wires.png
Drawn at 3 px/um.
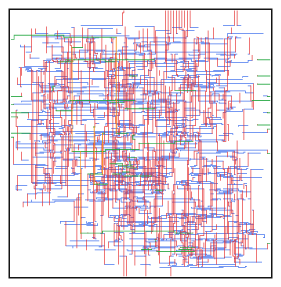
congestion.png
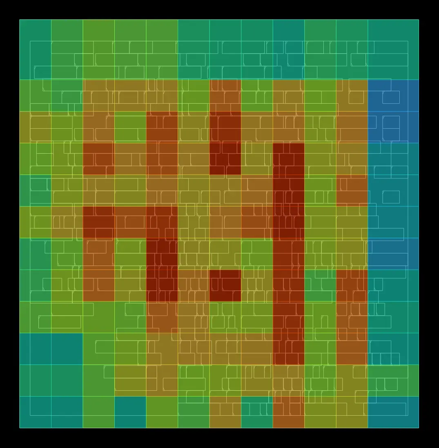
File: src/rtl/uart_sys_pkg.sv
// Shared UART system definitions: command codes, frame header bytes and the
// RX decoder state encoding, used by both the RX frame decoder and the TX controller.
package uart_sys_pkg;

    localparam logic [7:0] HDR_WRITE   = 8'hAA;
    localparam logic [7:0] HDR_READ    = 8'hBB;
    localparam logic [7:0] HDR_ALU_OPS = 8'hCC;
    localparam logic [7:0] HDR_ALU     = 8'hDD;

    localparam int unsigned TMO_W = 16;

    typedef enum logic [2:0] {
        CMD_IDLE    = 3'b000,
        CMD_WRITE   = 3'b001,
        CMD_READ    = 3'b010,
        CMD_OPERAND = 3'b011,
        CMD_ALU     = 3'b100
    } cmd_e;

    typedef enum logic [3:0] {
        ST_IDLE      = 4'd0,
        ST_GET_ADDR  = 4'd1,
        ST_GET_DATA  = 4'd2,
        ST_GET_OPA   = 4'd3,
        ST_GET_OPB   = 4'd4,
        ST_GET_FUN   = 4'd5,
        ST_ISSUE_WR  = 4'd6,
        ST_ISSUE_RD  = 4'd7,
        ST_ISSUE_OPA = 4'd8,
        ST_ISSUE_OPB = 4'd9,
        ST_ISSUE_ALU = 4'd10
    } rxdec_state_e;

    function automatic logic is_header(input logic [7:0] b);
        return (b == HDR_WRITE) || (b == HDR_READ) ||
               (b == HDR_ALU_OPS) || (b == HDR_ALU);
    endfunction

endpackage

File: src/rtl/frame_timeout_cnt.sv
// Inter-byte idle counter: clears on every received byte, counts only while
// enabled, and saturates at TIMEOUT_CYC to flag an expired frame.
module frame_timeout_cnt
    import uart_sys_pkg::*;
#(
    parameter logic [TMO_W-1:0] TIMEOUT_CYC = 16'd1000
) (
    input  logic TXCont_CLK,
    input  logic TXCont_RST,
    input  logic clr_i,
    input  logic en_i,
    output logic expired_o
);

    logic [TMO_W-1:0] cnt_q;
    logic [TMO_W-1:0] cnt_d;

    // Next count: idle states keep the counter parked at zero
    always_comb begin
        cnt_d = cnt_q;
        if (clr_i || !en_i) begin
            cnt_d = {TMO_W{1'b0}};
        end else if (cnt_q != TIMEOUT_CYC) begin
            cnt_d = cnt_q + 16'd1;
        end else begin
            cnt_d = cnt_q;
        end
    end

    // Counter register
    always_ff @(posedge TXCont_CLK or negedge TXCont_RST) begin
        if (!TXCont_RST) begin
            cnt_q <= {TMO_W{1'b0}};
        end else begin
            cnt_q <= cnt_d;
        end
    end

    assign expired_o = en_i && (cnt_q == TIMEOUT_CYC);

endmodule

File: src/rtl/rx_frame_decoder.sv
// Decodes UART RX byte frames (write / read / ALU) into one-cycle commands for
// the TX controller, with error, overrun and inter-byte timeout aborts.
module rx_frame_decoder
    import uart_sys_pkg::*;
#(
    parameter logic [7:0]       OP_A_ADDR   = 8'h00,
    parameter logic [7:0]       OP_B_ADDR   = 8'h01,
    parameter logic [TMO_W-1:0] TIMEOUT_CYC = 16'd1000
) (
    input  logic       TXCont_CLK,
    input  logic       TXCont_RST,
    input  logic [7:0] RXDec_Pdata,
    input  logic       RXDec_Data_Valid,
    input  logic       RXDec_Par_Err,
    input  logic       RXDec_Stp_Err,
    input  logic       RXDec_Ctrl_Busy,
    output logic [2:0] RXDec_command,
    output logic [7:0] RXDec_Addr_Out,
    output logic [7:0] RXDec_Pdata_Out,
    output logic       RXDec_Frame_Err
);

    rxdec_state_e state_q, state_d;
    logic [7:0]   hdr_q, hdr_d;
    logic [7:0]   addr_q, addr_d;
    logic [7:0]   data_q, data_d;
    logic [7:0]   opa_q, opa_d;
    logic [7:0]   opb_q, opb_d;
    logic [3:0]   fun_q, fun_d;
    cmd_e         cmd_q, cmd_d;
    logic [7:0]   addr_out_q, addr_out_d;
    logic [7:0]   pdata_out_q, pdata_out_d;
    logic         ferr_q, ferr_d;

    logic byte_ok_s;
    logic byte_bad_s;
    logic in_get_s;
    logic timeout_s;

    assign byte_bad_s = RXDec_Data_Valid && (RXDec_Par_Err || RXDec_Stp_Err);
    assign byte_ok_s  = RXDec_Data_Valid && !RXDec_Par_Err && !RXDec_Stp_Err;
    assign in_get_s   = (state_q == ST_GET_ADDR) || (state_q == ST_GET_DATA) ||
                        (state_q == ST_GET_OPA)  || (state_q == ST_GET_OPB)  ||
                        (state_q == ST_GET_FUN);

    frame_timeout_cnt #(
        .TIMEOUT_CYC (TIMEOUT_CYC)
    ) u_timeout (
        .TXCont_CLK (TXCont_CLK),
        .TXCont_RST (TXCont_RST),
        .clr_i      (RXDec_Data_Valid),
        .en_i       (in_get_s),
        .expired_o  (timeout_s)
    );

    // Next-state, capture and command decode
    always_comb begin
        state_d     = state_q;
        hdr_d       = hdr_q;
        addr_d      = addr_q;
        data_d      = data_q;
        opa_d       = opa_q;
        opb_d       = opb_q;
        fun_d       = fun_q;
        cmd_d       = CMD_IDLE;
        addr_out_d  = addr_out_q;
        pdata_out_d = pdata_out_q;
        ferr_d      = 1'b0;

        case (state_q)
            ST_IDLE: begin
                if (byte_bad_s) begin
                    ferr_d = 1'b1;
                end else if (byte_ok_s) begin
                    if (is_header(RXDec_Pdata)) begin
                        hdr_d = RXDec_Pdata;
                        case (RXDec_Pdata)
                            HDR_WRITE, HDR_READ: state_d = ST_GET_ADDR;
                            HDR_ALU_OPS:         state_d = ST_GET_OPA;
                            default:             state_d = ST_GET_FUN;
                        endcase
                    end else begin
                        ferr_d = 1'b1;
                    end
                end else begin
                    state_d = ST_IDLE;
                end
            end

            // A good byte takes priority over a coincident timeout
            ST_GET_ADDR, ST_GET_DATA, ST_GET_OPA, ST_GET_OPB, ST_GET_FUN: begin
                if (byte_bad_s) begin
                    ferr_d  = 1'b1;
                    state_d = ST_IDLE;
                end else if (byte_ok_s) begin
                    case (state_q)
                        ST_GET_ADDR: begin
                            addr_d  = RXDec_Pdata;
                            state_d = (hdr_q == HDR_READ) ? ST_ISSUE_RD : ST_GET_DATA;
                        end
                        ST_GET_DATA: begin
                            data_d  = RXDec_Pdata;
                            state_d = ST_ISSUE_WR;
                        end
                        ST_GET_OPA: begin
                            opa_d   = RXDec_Pdata;
                            state_d = ST_GET_OPB;
                        end
                        ST_GET_OPB: begin
                            opb_d   = RXDec_Pdata;
                            state_d = ST_GET_FUN;
                        end
                        default: begin
                            fun_d   = RXDec_Pdata[3:0];
                            state_d = (hdr_q == HDR_ALU_OPS) ? ST_ISSUE_OPA : ST_ISSUE_ALU;
                        end
                    endcase
                end else if (timeout_s) begin
                    ferr_d  = 1'b1;
                    state_d = ST_IDLE;
                end else begin
                    state_d = state_q;
                end
            end

            ST_ISSUE_WR, ST_ISSUE_RD, ST_ISSUE_OPA, ST_ISSUE_OPB, ST_ISSUE_ALU: begin
                // Any byte landing here is an overrun; the pending issue proceeds
                ferr_d = RXDec_Data_Valid;
                if (!RXDec_Ctrl_Busy || (state_q == ST_ISSUE_OPB)) begin
                    case (state_q)
                        ST_ISSUE_WR: begin
                            cmd_d       = CMD_WRITE;
                            addr_out_d  = addr_q;
                            pdata_out_d = data_q;
                            state_d     = ST_IDLE;
                        end
                        ST_ISSUE_RD: begin
                            cmd_d       = CMD_READ;
                            addr_out_d  = addr_q;
                            pdata_out_d = 8'h00;
                            state_d     = ST_IDLE;
                        end
                        ST_ISSUE_OPA: begin
                            cmd_d       = CMD_OPERAND;
                            addr_out_d  = OP_A_ADDR;
                            pdata_out_d = opa_q;
                            state_d     = ST_ISSUE_OPB;
                        end
                        ST_ISSUE_OPB: begin
                            cmd_d       = CMD_OPERAND;
                            addr_out_d  = OP_B_ADDR;
                            pdata_out_d = opb_q;
                            state_d     = ST_ISSUE_ALU;
                        end
                        default: begin
                            cmd_d       = CMD_ALU;
                            addr_out_d  = 8'h00;
                            pdata_out_d = {4'b0000, fun_q};
                            state_d     = ST_IDLE;
                        end
                    endcase
                end else begin
                    state_d = state_q;
                end
            end

            default: begin
                state_d = ST_IDLE;
            end
        endcase
    end

    // State, captured frame fields and registered outputs
    always_ff @(posedge TXCont_CLK or negedge TXCont_RST) begin
        if (!TXCont_RST) begin
            state_q     <= ST_IDLE;
            hdr_q       <= 8'h00;
            addr_q      <= 8'h00;
            data_q      <= 8'h00;
            opa_q       <= 8'h00;
            opb_q       <= 8'h00;
            fun_q       <= 4'h0;
            cmd_q       <= CMD_IDLE;
            addr_out_q  <= 8'h00;
            pdata_out_q <= 8'h00;
            ferr_q      <= 1'b0;
        end else begin
            state_q     <= state_d;
            hdr_q       <= hdr_d;
            addr_q      <= addr_d;
            data_q      <= data_d;
            opa_q       <= opa_d;
            opb_q       <= opb_d;
            fun_q       <= fun_d;
            cmd_q       <= cmd_d;
            addr_out_q  <= addr_out_d;
            pdata_out_q <= pdata_out_d;
            ferr_q      <= ferr_d;
        end
    end

    assign RXDec_command   = cmd_q;
    assign RXDec_Addr_Out  = addr_out_q;
    assign RXDec_Pdata_Out = pdata_out_q;
    assign RXDec_Frame_Err = ferr_q;

endmodule

File: config.mk
export PLATFORM = sky130hd
export DESIGN_NAME = rx_frame_decoder
export DESIGN_NICKNAME = d
export VERILOG_FILES = /design/src/rtl/uart_sys_pkg.sv /design/src/rtl/frame_timeout_cnt.sv /design/src/rtl/rx_frame_decoder.sv
export SDC_FILE = /design/constraint.sdc
export NUM_CORES = 1
export LEC_CHECK = 0
export CORE_AREA = 2 2 85 87
export CTS_CLUSTER_SIZE = 10
export DETAILED_ROUTE_END_ITERATION = 7
export DIE_AREA = 0 0 87 89
export PLACE_DENSITY = 0.8
export REMOVE_ABC_BUFFERS = 1
export SYNTH_ARGS = -nofsm -noshare
export SYNTH_HDL_FRONTEND = slang
export SYNTH_HIERARCHICAL = 1
export SYNTH_SLANG_ARGS = --single-unit
File: constraint.sdc
create_clock -name TXCont_CLK -period 3.95 [get_ports TXCont_CLK]
set_input_delay 0.79 -clock TXCont_CLK [delete_from_list [all_inputs] [get_ports TXCont_CLK]]
set_output_delay 0.79 -clock TXCont_CLK [all_outputs]
set_load 0.005 [all_outputs]
==> CHANGELOG.md <==
### Implementation results

- Fin area: 4551 um2
- Post-CTS sizing: 0
- Slowest-stage cell, CP: clkdlybuf4s50_1
- Comb area leader: simple AND/OR/NAND/NOR gates
- Most frequent cells in the layout: dfrtp_1, mux2_2, nand2_1
- Dominant flop cell: dfrtp_1
- Vias in the first global route: 2770
- Share of cells above drive strength 1: 18.21%
- Max-slew violations: 0
- Sink Count: 84
- Async set-reset flop share out of synthesis: 100.0%
- Routed met3 length: 330 um
- Worst-path clk slew: 0.09 ns
- TritonRoute pass-1 iters: 4
- CP Launch Point: RXDec_Data_Valid
- Top cell excl fill/tap: dfrtp_1
- Commonest cells in the netlist: dfrtp_1, mux2_2, nand2_1
- Critical path class: primary input to flop
- Cell taking the most area after synthesis: dfrtp_1
- Tool warnings: 26
- Fillers: 500
- RSZ-0062 raised after global routing: false
- HPWL after DPL: 5.843 mm
- Cell Rows: 30
- Logic area: 1778 um2
- Vias: 2951
- Vias per cell: 6.279
- CP arrival: 2.89 ns
- Worst-path fanout max: 8
- Peak supply drop: 0.3859 mV
- I/O pin count: 34
- Die Ht: 89 um
- Global placement routability congestion: 0.9406
- Critical path buffers and inverters: 1
- Final setup fails: 0
- Hold buffers post-CTS: 0
- WL final: 8.572 mm
- Max Cap Viol: 0
- Outcome: complete, no violations
- Area share, top type: 52.93%
- Yosys reg bits: 84
- MUX area fraction: 14.71%
- Synthesis Warnings: 6
- Syn Inst Count: 352
- Global-route wire length before repair: 13.93 mm
- Pwr per Cell Area: 566.7 nW/um2
- Worst setup EP type: flop
- Ys cells: 352
- I/O Buffers: 33
- Final Hold Viols: 0
- DRT met1 WL: 3.965 mm
- Die X: 87 um
- Met2 wire length: 4.150 mm
- Cell Chain, Critical Path: clkdlybuf4s50_1 -> nand2b_1 -> nor4_1 -> and3_1 -> mux2_2
- Placement Cell Area: 4345 um2
- Chip Area, Yosys: 3971 um2
- Clock root buffer: clkbuf_8
- Initial antenna violation count: 0
- Yosys simple share: 19.09%
- Avg Inst Size Synth: 11.28 um2
- Sequential share of the synthesized area: 52.93%
- Clock buffer depth: 2
- Post-CTS Setup Bufs: 0
- Hold path start: hdr_q[7]
- Worst slew pin tran: 1.075 ns
- DR iter-0 viols: 192
- Crit path required time: 4.21 ns
- CTS tree: done
- Fp util: 59.11%
- Skew final: 0.009434 ns
- Class of the worst hold path: flop to flop
- Largest net degree at the start of global routing: 85
- Layout Nets: 401
- Num CTS Buffers: 9
- Cell Type Count: 50
- Detail Route Antenna Nets: 0
- Adder Area Share: 0.6301%
- Most common cell in the netlist: dfrtp_1
- GRT overflow: 0
- FF+latch area: 2102 um2
- DRC: 0
- Core footprint: 6719 um2
- Area growth from synthesis to layout: 14.59%
- Largest stage delay, worst path: 0.59 ns
- Mapped Area: 3971 um2
- Main area contributors after synthesis: dfrtp_1, mux2_2, nand2_1
- Critical path launch point type: primary input
- EDFF count, synth: 0
- Compound Share, Synth: 9.672%
- Worst R2R Start: state_q[1]
- Setup TNS: 0 ns
- XORs/XNORs by Area: 0.6616%
- CTS HTree Levels: 3
- Maximum clock rate: 380.2 MHz
- Top layer in use: met4
- Antenna Cells: 0
- Tmin final: 2.630 ns
- Fin crit share: 66.59%
- Leak: 0.001980 uW
- CP delay by family, top: simple AND/OR/NAND/NOR gates
- Slew headroom: 28.19%
- Clk_lat worst skew: 0.37 ns
- Routed WL per cell: 18.24 um
- Die area: 7743 um2
- Hold WS: 0.4739 ns
- Total power: 2579 uW
## Picture notes: wires.png
metal 1 -> blue  # wire length 3970 um
metal 4 -> orange  # wire length 127 um
metal 2 -> red  # wire length 4150 um
metal 3 -> green  # wire length 330 um

## Picture notes: congestion.png
met1 Use GR: 32.40%
GRT met3 Usage: 3.509%
met2 usage: 37.89%
gr usage total: 23.67%
Layout Utilization: 67.73%

stage by stage:
| stage | cells | setup WS (ns) |
|---|---|---|
| floorplan | 341 | 1.690 |
| global placement | 454 | 1.085 |
| detailed placement | 454 | 1.005 |
| CTS | 470 | 1.392 |
| global route | 470 | 1.235 |
| finish | 470 | 1.320 |
cell type report:
| cell class | count | area share [%] |
|---|---|---|
| sequential | 84 | 46.19 |
| clock buffer | 9 | 2.722 |
| tap | 80 | 2.200 |
| clock inverter | 7 | 1.787 |
| inverter | 10 | 0.8249 |
| timing repair buffer | 33 | 7.204 |
| multi-input combinational | 247 | 39.07 |
report_power, final:
part	internal [uW]	switching (uW)
Combinational	345	373
Sequential	1060	161
Clock	302	337
Total	1710	871
flip-flops by register name (all words and copies together) (netlist names), 3 cells and up:
register and flops:
hdr_q 8, fun_q 4, addr_q 8, RXDec_Addr_Out 8
opa_q 8, data_q 8, RXDec_Pdata_Out 8, opb_q 8
state_q 4, RXDec_command 3, u_timeout/cnt_q 16
metal layers:
layer / GRT usage (%) / up-vias
met4: 10.51 / 0
met3: 3.509 / 12
met2: 37.89 / 79
met1: 32.40 / 1491
met5: 0 / -
li1: - / 1369
logic make-up (layout without fill, tap and decap cells):
logic type	Yosys count	in the layout
AND-OR/OR-AND	54	54
XOR/XNOR	3	3
adder cells (fa/ha/maj)	2	2
buffers and inverters	21	59
flip-flops	84	84
multiplexers	53	53
AND/OR/NAND/NOR	135	135
final timing paths:
path | depth (start not counted) | end | slack, ns
setup / recovery | 5 | opa_q[3] | 1.32
hold / removal | 1 | hdr_q[7] | 0.47
setup reg to reg | 7 | state_q[2] | 1.40
hold reg to reg | 1 | hdr_q[7] | 0.47
max in group asynchronous | 1 | RXDec_Frame_Err | 2.70
min in group asynchronous | 1 | u_timeout/cnt_q[7] | 0.58
Power and IR drop assume default switching activity.
